==> config.mk <==
export PLATFORM = sky130hd
export DESIGN_NAME = wb_port_arbiter_flat
export DESIGN_NICKNAME = d
export VERILOG_FILES = /design/src/rtl/wb_port_arbiter_pkg.sv /design/src/rtl/wb_port_arbiter_if.sv /design/src/rtl/wb_port_arbiter_rr_arbiter2.sv /design/src/rtl/wb_port_arbiter.sv /design/src/flat_wrapper.sv
export SDC_FILE = /design/constraint.sdc
export NUM_CORES = 1
export LEC_CHECK = 0
export ABC_AREA = 1
export CORE_ASPECT_RATIO = 2
export CORE_UTILIZATION = 42
export CTS_CLUSTER_DIAMETER = 120
export DETAILED_ROUTE_END_ITERATION = 10
export PLACE_DENSITY_LB_ADDON = 0.2
export SLEW_MARGIN = 20
export SYNTH_ARGS = -nofsm -noshare
export SYNTH_HDL_FRONTEND = slang
export SYNTH_HIERARCHICAL = 1
export SYNTH_SLANG_ARGS = --single-unit
export TNS_END_PERCENT = 1
==> constraint.sdc <==
create_clock -name clk -period 2.95 [get_ports clk]
set_input_delay 0.7375 -clock clk [delete_from_list [all_inputs] [get_ports clk]]
set_output_delay 0.7375 -clock clk [all_outputs]
set_load 0.005 [all_outputs]
Fig. 1: wiring heat map
(4 px per um) The die is cut into 13 by 25 equal tiles; dark purple is low, yellow is high, scaled to the fullest tile. Values are wire area over tile area, all layers added.
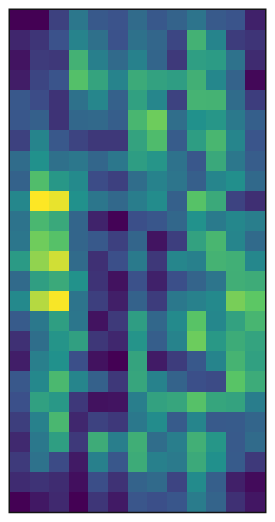
tiles over half the peak: 26%
mean over tiles: 0.21
fullest tile: 0.56
nearly empty tiles: 1.8%
total number of vias: 3,336
DR WL/cell: 15.6 um
wire length after detailed routing: 10.2 mm
GRT Overall Usage: 25.5%

Fig. 2: placed cells, one color a class
(4 px per um)
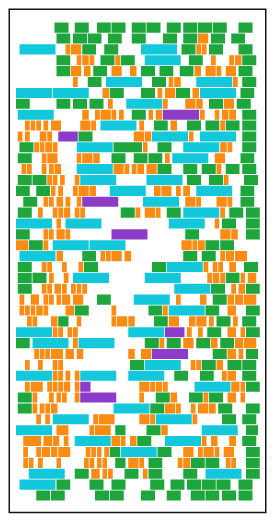
[clock drivers and dummy loads] purple | cells: 8
[flops] cyan | cells: 55
[all other logic] orange | cells: 319
[other buffers and delay cells] green | cells: 182
post-route core utilization: 68.3%
area of the placeable core: 7320 um2
Layout Cell Area excl Fill: 5000 um2

Fig. 3: sizing map
(3 px per um)
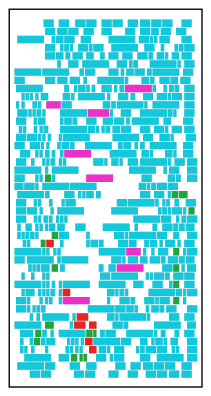
[drive 2] green | cells: 19 | share: 3.4% | most used: or2_2
[drive 1 or less] cyan | cells: 530 | share: 94% | most used: clkdlybuf4s50_1
[drive 6 and up] magenta | cells: 8 | share: 1.4% | most used: clkbuf_16
[drive 3 to 4] red | cells: 7 | share: 1.2% | most used: buf_4
signed area change from the synthesized netlist to the final layout: 56.2%
Non-Clock Buffer Count: 182
least setup slack across all paths after layout: 145 ps

==> tab_implementation.tex <==
% Auto-generated results table
\begin{tabular}{lr}
\hline
Metric & Value \\
\hline
\multicolumn{2}{l}{\textbf{Run status}} \\
Status & completed \\
\multicolumn{2}{l}{\textbf{Final layout}} \\
Fraction of final layout cells with drive strength greater than 1 & 6.03\% \\
\# diodes & 0 \\
Fillers & 644 \\
Storage cell area & 1380 um2 \\
Final cell count without fillers & 656 \\
Area of the multi-input gates & 1320 um2 \\
Flip-flop count of the largest register, all copies and words added & 32 \\
Top logic cell by instance count in the layout & sky130\_fd\_sc\_hd\_\_clkdlybuf4s50\_1 \\
Final nets & 652 \\
Highest-count cells in the layout ignoring fill and taps & sky130\_fd\_sc\_hd\_\_clkdlybuf4s50\_1 (175), sky130\_fd\_sc\_hd\_\_nand2\_1 (116), sky130\_fd\_sc\_hd\_\_dfrtp\_1 (55) \\
\multicolumn{2}{l}{\textbf{Final timing}} \\
Slew headroom & 47.9\% \\
Fin. Hold Viols & 0 \\
Final clock skew & 7.15 ps \\
Number of pins with negative max-slew slack in the final report & 0 \\
Tcrit/Tclk final & 95.1\% \\
Crit path time final & 2810 ps \\
Count of final setup violators & 0 \\
Worst-margin pin slew & 781 ps \\
Maximum operating frequency & 0.356 GHz \\
Final hold slack & 537 ps \\
Setup TNS & 0 ps \\
RSZ-0062 raised after global routing & no \\
\multicolumn{2}{l}{\textbf{GRT}} \\
Global routing usage on met3 & 5.93\% \\
Global route overflow & 0 \\
Global-route wire length before repair & 15.8 mm \\
Met1 track utilization from global routing & 27.2\% \\
GRT busiest layer & met2 \\
Number of global-route vias before repair & 3,219 \\
Initial antenna violation count & 0 \\
Met2 track utilization from global routing & 45.9\% \\
Maximum number of pins on one net before global-route repair & 39 \\
\multicolumn{2}{l}{\textbf{Worst setup path}} \\
Type of element launching the critical path & primary input \\
Number of cells on the critical path & 6 \\
Crit path buf inv count & 2 \\
Cell depth of the worst flop-to-flop path & 6 \\
Critical Path Fanout Max & 2 \\
Crit path capture type & output pin \\
Flop-to-flop setup slack & 1220 ps \\
Standard cell with the maximum stage delay on the critical path & sky130\_fd\_sc\_hd\_\_clkdlybuf4s50\_1 \\
Largest incremental delay on the critical path & 420 ps \\
Cell Chain, Critical Path & clkdlybuf4s50\_1, or2\_2, a21oi\_1, nand4\_1, nor2\_1, dlygate4sd2\_1 \\
Family with the most delay on the worst path & buffers and inverters \\
Start-to-end type of the worst setup path & in -> out \\
Crit path arrival time & 2070 ps \\
Data required time at the worst endpoint & 2210 ps \\
\multicolumn{2}{l}{\textbf{Pwr}} \\
Sequential cell power & 1020 uW \\
Proportion of power drawn by combinational gates & 36.0\% \\
Proportion of power drawn by flip-flops and latches & 39.4\% \\
Static Leakage & 0.00213 uW \\
Power density over the cells & 518 nW/um2 \\
Combinational power & 933 uW \\
Worst vdd rail ir drop & 0.000328 V \\
Power after layout & 2590 uW \\
Power Internal & 1840 uW \\
Highest-power group & sequential cells \\
Clk pwr & 637 uW \\
Switching power share of the total & 28.9\% \\
Clock power share & 24.6\% \\
Switching Power & 749 uW \\
\multicolumn{2}{l}{\textbf{Synth}} \\
Largest area contributor in the synthesized netlist & sky130\_fd\_sc\_hd\_\_dfrtp\_1 \\
Yosys cell types & 24 \\
Mean area per synthesized cell & 7.58 um2 \\
Count of library flops with an enable pin & 0 \\
Count leader, synth & sky130\_fd\_sc\_hd\_\_nand2\_1 \\
Share of Yosys cell area claimed by the top area cell type & 43.0\% \\
Number of cells in Yosys stat & 422 \\
Dominant Register Cell & sky130\_fd\_sc\_hd\_\_dfrtp\_1 \\
Async set-reset flop share out of synthesis & 100\% \\
Leading cell types by count after synthesis & sky130\_fd\_sc\_hd\_\_nand2\_1 (116), sky130\_fd\_sc\_hd\_\_dfrtp\_1 (55), sky130\_fd\_sc\_hd\_\_inv\_1 (53), sky130\_fd\_sc\_hd\_\_nand3\_1 (44), sky130\_fd\_sc\_hd\_\_o211ai\_1 (37) \\
YS warnings & 6 \\
Synthesized instance count & 422 \\
Chip area from the yosys synthesis statistics & 3200 um2 \\
Number of synthesized register bits & 55 \\
Synth Seq Share & 43.0\% \\
Largest cells by area after synthesis & sky130\_fd\_sc\_hd\_\_dfrtp\_1 (43\%), sky130\_fd\_sc\_hd\_\_nand2\_1 (14\%), sky130\_fd\_sc\_hd\_\_o211ai\_1 (8.7\%) \\
Post-synthesis instance area & 3200 um2 \\
Net count after synthesis & 511 \\
\multicolumn{2}{l}{\textbf{Clock network}} \\
Post-cts repair resize count & 3 \\
Number of buffers created by CTS & 5 \\
Clock-pin slew of the registers on the worst-case setup and hold paths & 70 ps \\
Clock Sinks & 55 \\
Quantity of hold-fixing buffers added after cts & 0 \\
Total number of H-tree levels & 2 \\
Clock latency on the worst-skew pair & 300 ps \\
Clock root buffer & sky130\_fd\_sc\_hd\_\_clkbuf\_16 \\
Worst-case clock buffer depth & 2 \\
CTS tree & yes \\
Post-CTS setup buffer count & 0 \\
\multicolumn{2}{l}{\textbf{Die}} \\
Floorplan core density & 43.7\% \\
Chip Height & 125 um \\
Chip area & 7990 um2 \\
Row cnt & 44 \\
Number of top-level design ports & 178 \\
Die boundary width & 63.7 um \\
\multicolumn{2}{l}{\textbf{Drt}} \\
Starting DRT DRC Count & 189 \\
Detailed-route wire length on metal 1 & 3.80 mm \\
Met2 WL & 5.36 mm \\
Routed via count divided by cell count & 5.09 \\
Number of optimization iterations in the first detailed-route pass & 4 \\
Top metal layer carrying routed signals & met4 \\
DRC violation count after routing & 0 \\
Remaining antenna violation count & 0 \\
Met3 wire length & 700 um \\
\multicolumn{2}{l}{\textbf{Run}} \\
Count of tool warnings & 26 \\
Number of maximum-capacitance violations & 0 \\
\multicolumn{2}{l}{\textbf{Placed design}} \\
Placer's final routability congestion estimate & 0.843 \\
Total placed cells including tap cells & 648 \\
Post-placement worst setup slack & -103 ps \\
Post-DP HPWL & 7.56 mm \\
Total cell area at the placement stage & 4840 um2 \\
IO Port Bufs & 177 \\
\multicolumn{2}{l}{\textbf{Hold path}} \\
Class of the tightest hold or removal check & reg -> reg \\
Hold Crit Depth & 2 \\
\hline
\end{tabular}
==> cell families (layout without fill, tap and decap cells) <==
| kind of cell | after synthesis | after routing | share of synthesized area (%) |
|---|---|---|---|
| AND/OR/NAND/NOR | 207 | 207 | 27.9 |
| adder cells (fa/ha/maj) | 1 | 1 | 0.391 |
| XOR/XNOR | 6 | 6 | 1.64 |
| AND-OR/OR-AND | 49 | 49 | 10.7 |
| buffers and inverters | 104 | 246 | 16.4 |
| flip-flops | 55 | 55 | 43.0 |
==> area by class of cell <==
class	count	share of cell area, %
flip-flops and latches	55	27.5
clock buffers	7	3.05
repair buffers	182	36.4
multi-input cells	263	26.4
inverters	56	4.23
well taps	92	2.30
clock inverters	1	0.150
No activity file was given, so power comes from the tool's default toggle rates.
